Figure 1. Routed metal, one colour a layer.
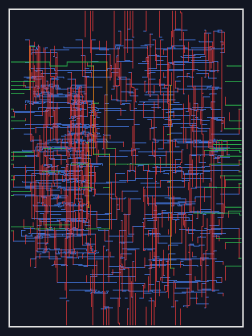
Figure 2. Clock nets.
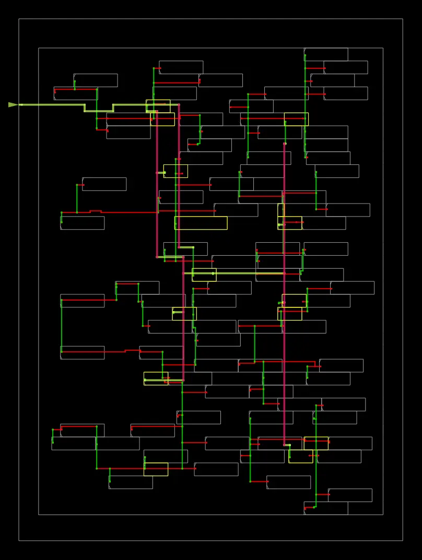
Figure 3. Wires at chosen ports, followed through buffers.
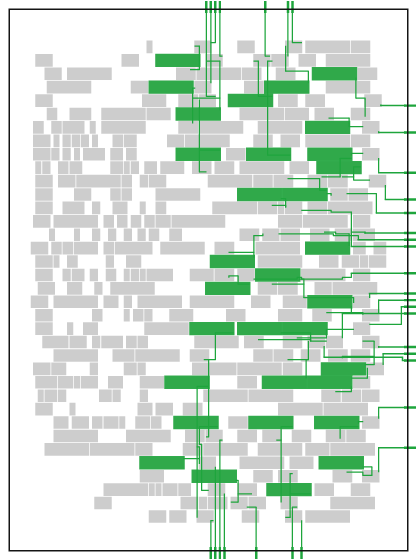
Figure 4. Gate-type map.
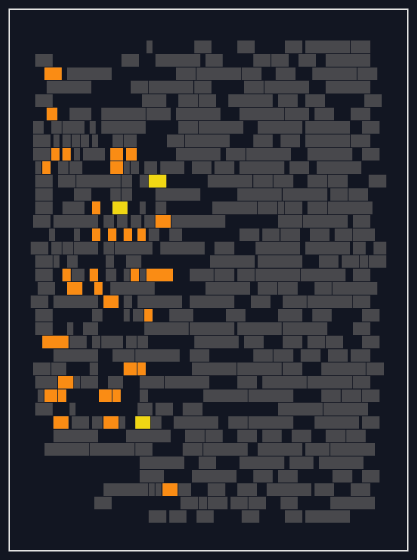
Figure 5. Routed clock nets over the placement.
The bar under the picture is 20 microns long.
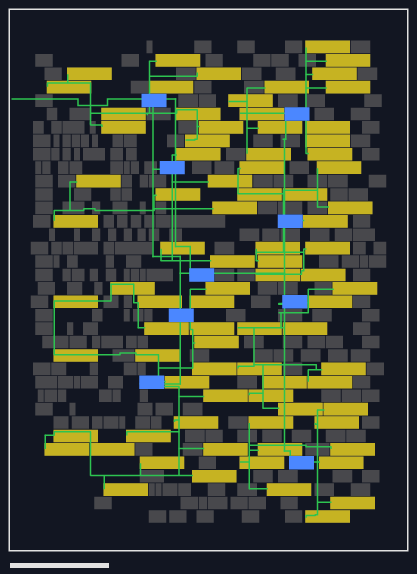
`config.mk`:
```
export PLATFORM = sky130hd
export DESIGN_NAME = ffe_win_ctrl
export DESIGN_NICKNAME = d
export VERILOG_FILES = /design/src/rtl/ffe_win_ctrl.sv
export SDC_FILE = /design/constraint.sdc
export NUM_CORES = 1
export LEC_CHECK = 0
export CAP_MARGIN = 20
export CORE_ASPECT_RATIO = 1.4
export CORE_MARGIN = 4
export CORE_UTILIZATION = 50
export DETAILED_ROUTE_END_ITERATION = 12
export PLACE_DENSITY = 0.75
export SLEW_MARGIN = 30
export SYNTH_ARGS = -nofsm -noshare
export SYNTH_HDL_FRONTEND = slang
export SYNTH_SLANG_ARGS = --single-unit
```
`constraint.sdc`:
```
create_clock -name clk -period 7.3 [get_ports clk]
set_input_delay 2.19 -clock clk [delete_from_list [all_inputs] [get_ports clk]]
set_output_delay 2.19 -clock clk [all_outputs]
set_load 0.01 [all_outputs]
```
`src/rtl/ffe_win_ctrl.sv`:
```
// ffe_win_ctrl: sequencing controller for the FFE tap-window stage.
// It follows beat validity through the two-deep delay line (d1, d2). From
// that it drives the delay-line shift enable, marks complete windows, and
// masks the pre/post taps that are missing at the stream edges. It also owns
// a shadow/active coefficient bank, and the bank swap only happens between
// streams.
module ffe_win_ctrl #(
  parameter int MAIN_TAP   = 2,
  parameter int PRE_TAP    = 1,
  parameter int POST_TAP   = 1,
  parameter int TOTAL_TAP  = 4,
  parameter int COEF_WIDTH = 8,
  parameter int ADDR_WIDTH = 2,
  parameter int LEN_WIDTH  = 16
) (
  input  logic                            clk,
  input  logic                            reset,
  input  logic                            in_valid,
  input  logic                            in_last,
  output logic                            in_ready,
  output logic                            shift_en,
  output logic                            win_valid,
  output logic                            win_last,
  output logic                            pre_mask,
  output logic                            post_mask,
  output logic [LEN_WIDTH-1:0]            stream_len,
  input  logic                            cfg_wr_en,
  input  logic [ADDR_WIDTH-1:0]           cfg_addr,
  input  logic [COEF_WIDTH-1:0]           cfg_wr_data,
  input  logic                            cfg_commit,
  output logic                            cfg_pending,
  output logic                            cfg_err,
  output logic [TOTAL_TAP*COEF_WIDTH-1:0] coef_active
);

  // IDLE : nothing buffered; the first beat loads d1 and makes no window.
  // FIRST: d1 holds beat 0 and d2 is empty, so the next window lacks pre taps.
  // RUN  : d1 and d2 both hold beats, so every accepted beat completes a window.
  // DRAIN: the last beat sits in d1. One extra shift flushes the last window.
  localparam logic [1:0] IDLE  = 2'd0;
  localparam logic [1:0] FIRST = 2'd1;
  localparam logic [1:0] RUN   = 2'd2;
  localparam logic [1:0] DRAIN = 2'd3;

  localparam int                   BANK_W      = TOTAL_TAP * COEF_WIDTH;
  localparam logic [31:0]          TOTAL_TAP_U = 32'(TOTAL_TAP);
  localparam logic [LEN_WIDTH-1:0] LEN_ONE     = LEN_WIDTH'(1);
  localparam logic [LEN_WIDTH-1:0] LEN_MAX     = '1;

  // Refuse to elaborate with a window geometry or address width that cannot work
  if (PRE_TAP + MAIN_TAP + POST_TAP != TOTAL_TAP) begin : g_geom_bad
    $error("ffe_win_ctrl: PRE_TAP + MAIN_TAP + POST_TAP must equal TOTAL_TAP");
  end
  if ((2 ** ADDR_WIDTH) < TOTAL_TAP) begin : g_addr_bad
    $error("ffe_win_ctrl: ADDR_WIDTH too narrow to address TOTAL_TAP taps");
  end

  logic [1:0]           state_q, state_d;
  logic [LEN_WIDTH-1:0] stream_len_q, stream_len_d;
  logic [BANK_W-1:0]    shadow_q, shadow_d;
  logic [BANK_W-1:0]    coef_active_q, coef_active_d;
  logic                 cfg_pending_q, cfg_pending_d;
  logic                 cfg_err_q, cfg_err_d;

  logic                 accept;
  logic                 in_drain;
  logic [31:0]          cfg_addr_ext;
  logic                 wr_in_range;
  logic                 commit_apply;

  // Handshake and window flags are decoded with zero latency from the state and inputs
  always_comb begin
    in_drain  = (state_q == DRAIN);
    in_ready  = !in_drain;
    accept    = in_valid && !in_drain;
    shift_en  = accept || in_drain;
    win_valid = 1'b0;
    win_last  = 1'b0;
    pre_mask  = 1'b0;
    post_mask = 1'b0;
    case (state_q)
      FIRST: begin
        win_valid = accept;
        pre_mask  = accept;
      end
      RUN: begin
        win_valid = accept;
      end
      DRAIN: begin
        win_valid = 1'b1;
        win_last  = 1'b1;
        post_mask = 1'b1;
        pre_mask  = (stream_len_q == LEN_ONE);
      end
      default: begin
      end
    endcase
  end

  // Next state: advance on accepted beats; DRAIN always lasts exactly one cycle
  always_comb begin
    state_d = state_q;
    case (state_q)
      IDLE: begin
        if (accept) begin
          state_d = in_last ? DRAIN : FIRST;
        end
      end
      FIRST, RUN: begin
        if (accept) begin
          state_d = in_last ? DRAIN : RUN;
        end
      end
      DRAIN: begin
        state_d = IDLE;
      end
      default: begin
        state_d = IDLE;
      end
    endcase
  end

  // Beat count: restart at 1 on a new stream, saturate, and hold between streams
  always_comb begin
    stream_len_d = stream_len_q;
    if (accept) begin
      if (state_q == IDLE) begin
        stream_len_d = LEN_ONE;
      end else if (stream_len_q != LEN_MAX) begin
        stream_len_d = stream_len_q + LEN_ONE;
      end
    end
  end

  // Shadow bank writes. Out-of-range addresses are dropped and latch a sticky error.
  always_comb begin
    cfg_addr_ext = 32'(cfg_addr);
    wr_in_range  = cfg_wr_en && (cfg_addr_ext < TOTAL_TAP_U);
    shadow_d     = shadow_q;
    for (int i = 0; i < TOTAL_TAP; i++) begin
      if (wr_in_range && (cfg_addr_ext == 32'(i))) begin
        shadow_d[i*COEF_WIDTH +: COEF_WIDTH] = cfg_wr_data;
      end
    end
    cfg_err_d = cfg_err_q || (cfg_wr_en && !wr_in_range);
  end

  // Commit: copy shadow (including a same-cycle write) to active only while IDLE
  always_comb begin
    commit_apply  = (state_q == IDLE) && (cfg_pending_q || cfg_commit);
    coef_active_d = coef_active_q;
    cfg_pending_d = cfg_pending_q || cfg_commit;
    if (commit_apply) begin
      coef_active_d = shadow_d;
      cfg_pending_d = 1'b0;
    end
  end

  // State and configuration registers
  always_ff @(posedge clk or posedge reset) begin
    if (reset) begin
      state_q       <= IDLE;
      stream_len_q  <= '0;
      shadow_q      <= '0;
      coef_active_q <= '0;
      cfg_pending_q <= 1'b0;
      cfg_err_q     <= 1'b0;
    end else begin
      state_q       <= state_d;
      stream_len_q  <= stream_len_d;
      shadow_q      <= shadow_d;
      coef_active_q <= coef_active_d;
      cfg_pending_q <= cfg_pending_d;
      cfg_err_q     <= cfg_err_d;
    end
  end

  assign stream_len  = stream_len_q;
  assign coef_active = coef_active_q;
  assign cfg_pending = cfg_pending_q;
  assign cfg_err     = cfg_err_q;

  // Structural invariants of the sequencing and the bank swap
  a_drain_one_cycle: assert property (@(posedge clk) disable iff (reset)
    (state_q == DRAIN) |=> (state_q == IDLE));
  a_last_is_window: assert property (@(posedge clk) disable iff (reset)
    win_last |-> (win_valid && post_mask && shift_en));
  a_bank_frozen_in_stream: assert property (@(posedge clk) disable iff (reset)
    (state_q != IDLE) |=> $stable(coef_active_q));
  a_err_sticky: assert property (@(posedge clk) disable iff (reset)
    cfg_err_q |=> cfg_err_q);

endmodule
```
==> impl_metrics.toml <==
# implementation run metrics
[yosys]
synth_area_sq_um = 3679
yosysSeqAreaShare = 0.5646
ys_sh_aoi = 0.06939
ys.flops = 83
xor_area_frac = 0
synth.largest_area_cell = "dfrtp_1"
simple_gate_share = 0.1105
synthAdderAreaFrac = 0.02041
fp_nets = 302
yosysUniqueCellTypes = 49
ys_async_sr_fraction = 1.000
ys_area_sq_um = 3679
syn_area_per_cell_sq_um = 13.14
topCellsByArea = "dfrtp_1, mux2_2, ha_1, nor4_1, o21ai_0"
yosys_cells = 280
ys_top_logic_family = "multiplexers"
yosysTopAreaCellShare = 0.5646
mux_share = 0.2068
edf_count = 0

[floorplanning]
initCoreUtil = 0.5202
die_h_microns = 109.5
num_rows = 36
core_area_sq_um = 7072
tap-cell-count = 95
die-area_sq_um = 8812
die_w_microns = 80.49

[pwr]
top_power_group = "combinational logic"
pwr_density_cell_nw_per_um2 = 402.9
swShare = 0.3228
pwr-share-comb = 0.420
p_leak_nw = 1.931
p_switching_mw = 0.6071
pwr-share-seq = 0.400
p_int_mw = 1.274
ir_drop_mv = 0.1887

[sta]
hold_violations = 0
tightestPinTransition_ns = 0.8084
rsz0062_at_grt = "false"
slew_violations = 0
relSlewSlack = 0.4587
finalClockPeriodUsage = 0.8104
fin_crit_ns = 5.916
timing.fmax_ghz = 0.1690

[cts]
numCtsBuffers = 9
clkTransAtPathRegs_ns = 0.07
ctsResizeCount = 0
hold_buffers = 0
cts-root-buf = "clkbuf_8"
cts_setup_buffers = 0
cts_buffer_depth = 2
htree_levels = 3
cts_tree = "built"

[final_layout]
logic_area_sq_um = 1505
fin_nets = 371
finish.instance_area_sq_um = 4668
nNonClkInverters = 5
seqCellArea_sq_um = 2077
seqAreaFraction = 0.4449
fillers = 579
diodes = 0
num-nonclk-buffers = 74
nClkBuffers = 14
final_cell_mix = "dfrtp_1, clkdlybuf4s50_1, mux2_2, clkbuf_8, o21ai_0"
clkCellAreaFrac = 0.04556
bufAreaShareNonClock = 0.1573
syn2layout_area_growth_pct = 26.90
logic_gates = 176

[placement]
dp_hpwl_microns = 5143
place_congestion = 0.7635

[job]
warning_count = 30
maxCapViolations = 0

[worst_hold_path]
hp-start = "shadow_q[4]"
worstHoldPathCells = 1
min_to = "shadow_q[4]"
min_path_type = "register to register"

[detailed_routing]
drt_iter0_markers = 91
ant_nets = 0
drtPass1Iterations = 4
vias_per_cell = 5.542
drcViolationCount = 0
num_vias = 2483

[worst_setup_path]
rrSetupSlack_ns = 5.03
endpoint_kind = "output pin"
arrival_ns = 3.73
startpoint_type = "input port"
path_max_fanout = 9
crit_type = "input port to output pin"
path_delay_family = "buffers and inverters"
ff2ff_path_depth = 5
worstPathRequired_ns = 5.11
critical_path_buf_inv_count = 3
cp_slowest_stage_delay_ns = 0.55
crit_chain = "clkdlybuf4s50_1, nor2b_1, buf_4, nand2_1, nand2_1, clkdlybuf4s50_1"

[status]
status = "completed"

[global_route]
grt_max_degree = 84
first_global_vias = 2557
grt_use_total = 0.1843
overflow = 0
antenna_found_initial = 0
grt_pass1_wl_microns = 12340
Back to the opening pictures, Figure 1:
legend:
  green:
    layer: M3
    wire_length: 351 microns
  blue:
    layer: M1
    wire_length: 2980 microns
  orange:
    layer: M4
    wire_length: 187 microns
  red:
    layer: M2
    wire_length: 3870 microns
DR WL/cell: 16.48 microns
final wirelength: 7385 microns

Back to the opening pictures, Figure 2:
registers: 83
clk sink count: 83
clk_lat worst skew: 0.34 ns

Back to the opening pictures, Figure 3:
legend:
  green:
    port: coef_active
    bits: 32
    direction: output
    edge: 18 right, 7 top, 7 bottom
    end_cells: 32
    buffers: 32
    wire: 820 microns
count of buffers from port buffering: 70
I/O pin total: 72

Back to the opening pictures, Figure 4:
legend:
  yellow:
    family: non-inverting ao/oa cells
    cells: 3
  orange:
    family: aoi and oai cells
    cells: 33
    where: middle left
most numerous logic cell after layout: dfrtp_1
logic share of the area: 0.3224
final non-filler cell total: 448

Back to the opening pictures, Figure 5:
legend:
  blue:
    item: clock-net drivers
    count: 9
  green:
    item: clock wires
    length: 893 microns
  yellow:
    item: flip-flops
    count: 83
routed clock nets: 10
Clock power frac: 0.181
Clk power: 0.340 mW
final worst clock skew: 0.004361 ns

[cell usage after synthesis (all sizes together), types with 2 or more instances]
cell     number
nor3b         2
nand3b        4
o31ai         3
mux2i         4
or3           2
nor2          9
buf           6
o21ai        12
o311ai        2
nand3        10
inv           5
and3          2
and4          2
clkbuf       10
nand4         7
ha            6
nor4         10
nand2         7
a211oi        2
a21oi         5
dfrtp        83
o2bb2ai       4
o41ai         2
nand2b        2
or2           3
mux2         64
[through the flow]
| step | setup slack (ns) | total power [mW] | hold WS, ns | util | instances |
|---|---|---|---|---|---|
| 2_1_floorplan | 2.467 | 1.179 | 0.4680 | - | 280 |
| 3_3_place_gp | 1.404 | 1.536 | 0.4750 | 0.6295 | 433 |
| 5_1_grt | 1.310 | 2.013 | 0.5070 | 0.6601 | 448 |
| 4_1_cts | 1.387 | 1.906 | 0.4981 | 0.6601 | 448 |
| 6_report | 1.384 | 1.881 | 0.4946 | 0.6601 | 448 |
| 3_5_place_dp | 1.402 | 1.562 | 0.4811 | 0.6300 | 433 |
[worst max-delay path by stage]
| stage | endpoint | slack (ns) | cells after the start |
|---|---|---|---|
| 5_1_grt | pre_mask | 1.31 | 6 |
| 3_5_place_dp | pre_mask | 1.40 | 6 |
| 2_1_floorplan | pre_mask | 2.47 | 4 |
| 3_3_place_gp | pre_mask | 1.40 | 6 |
| 4_1_cts | pre_mask | 1.39 | 6 |
| 6_report | pre_mask | 1.38 | 6 |
[sequential cells by signal, summed over array words and instances (netlist names)]
name         cells
cfg_pending      1
stream_len      16
state_q          2
coef_active     32
shadow_q        32
[routing by layer]
metal / track usage / vias up / part of all wire
li1: - / 1169 / -
met4: 0.09541 / 0 / 0.025
met3: 0.03607 / 18 / 0.047
met2: 0.3187 / 67 / 0.52
met5: 0 / - / 0
met1: 0.2152 / 1229 / 0.40
No activity file was given, so power comes from the tool's default toggle rates.
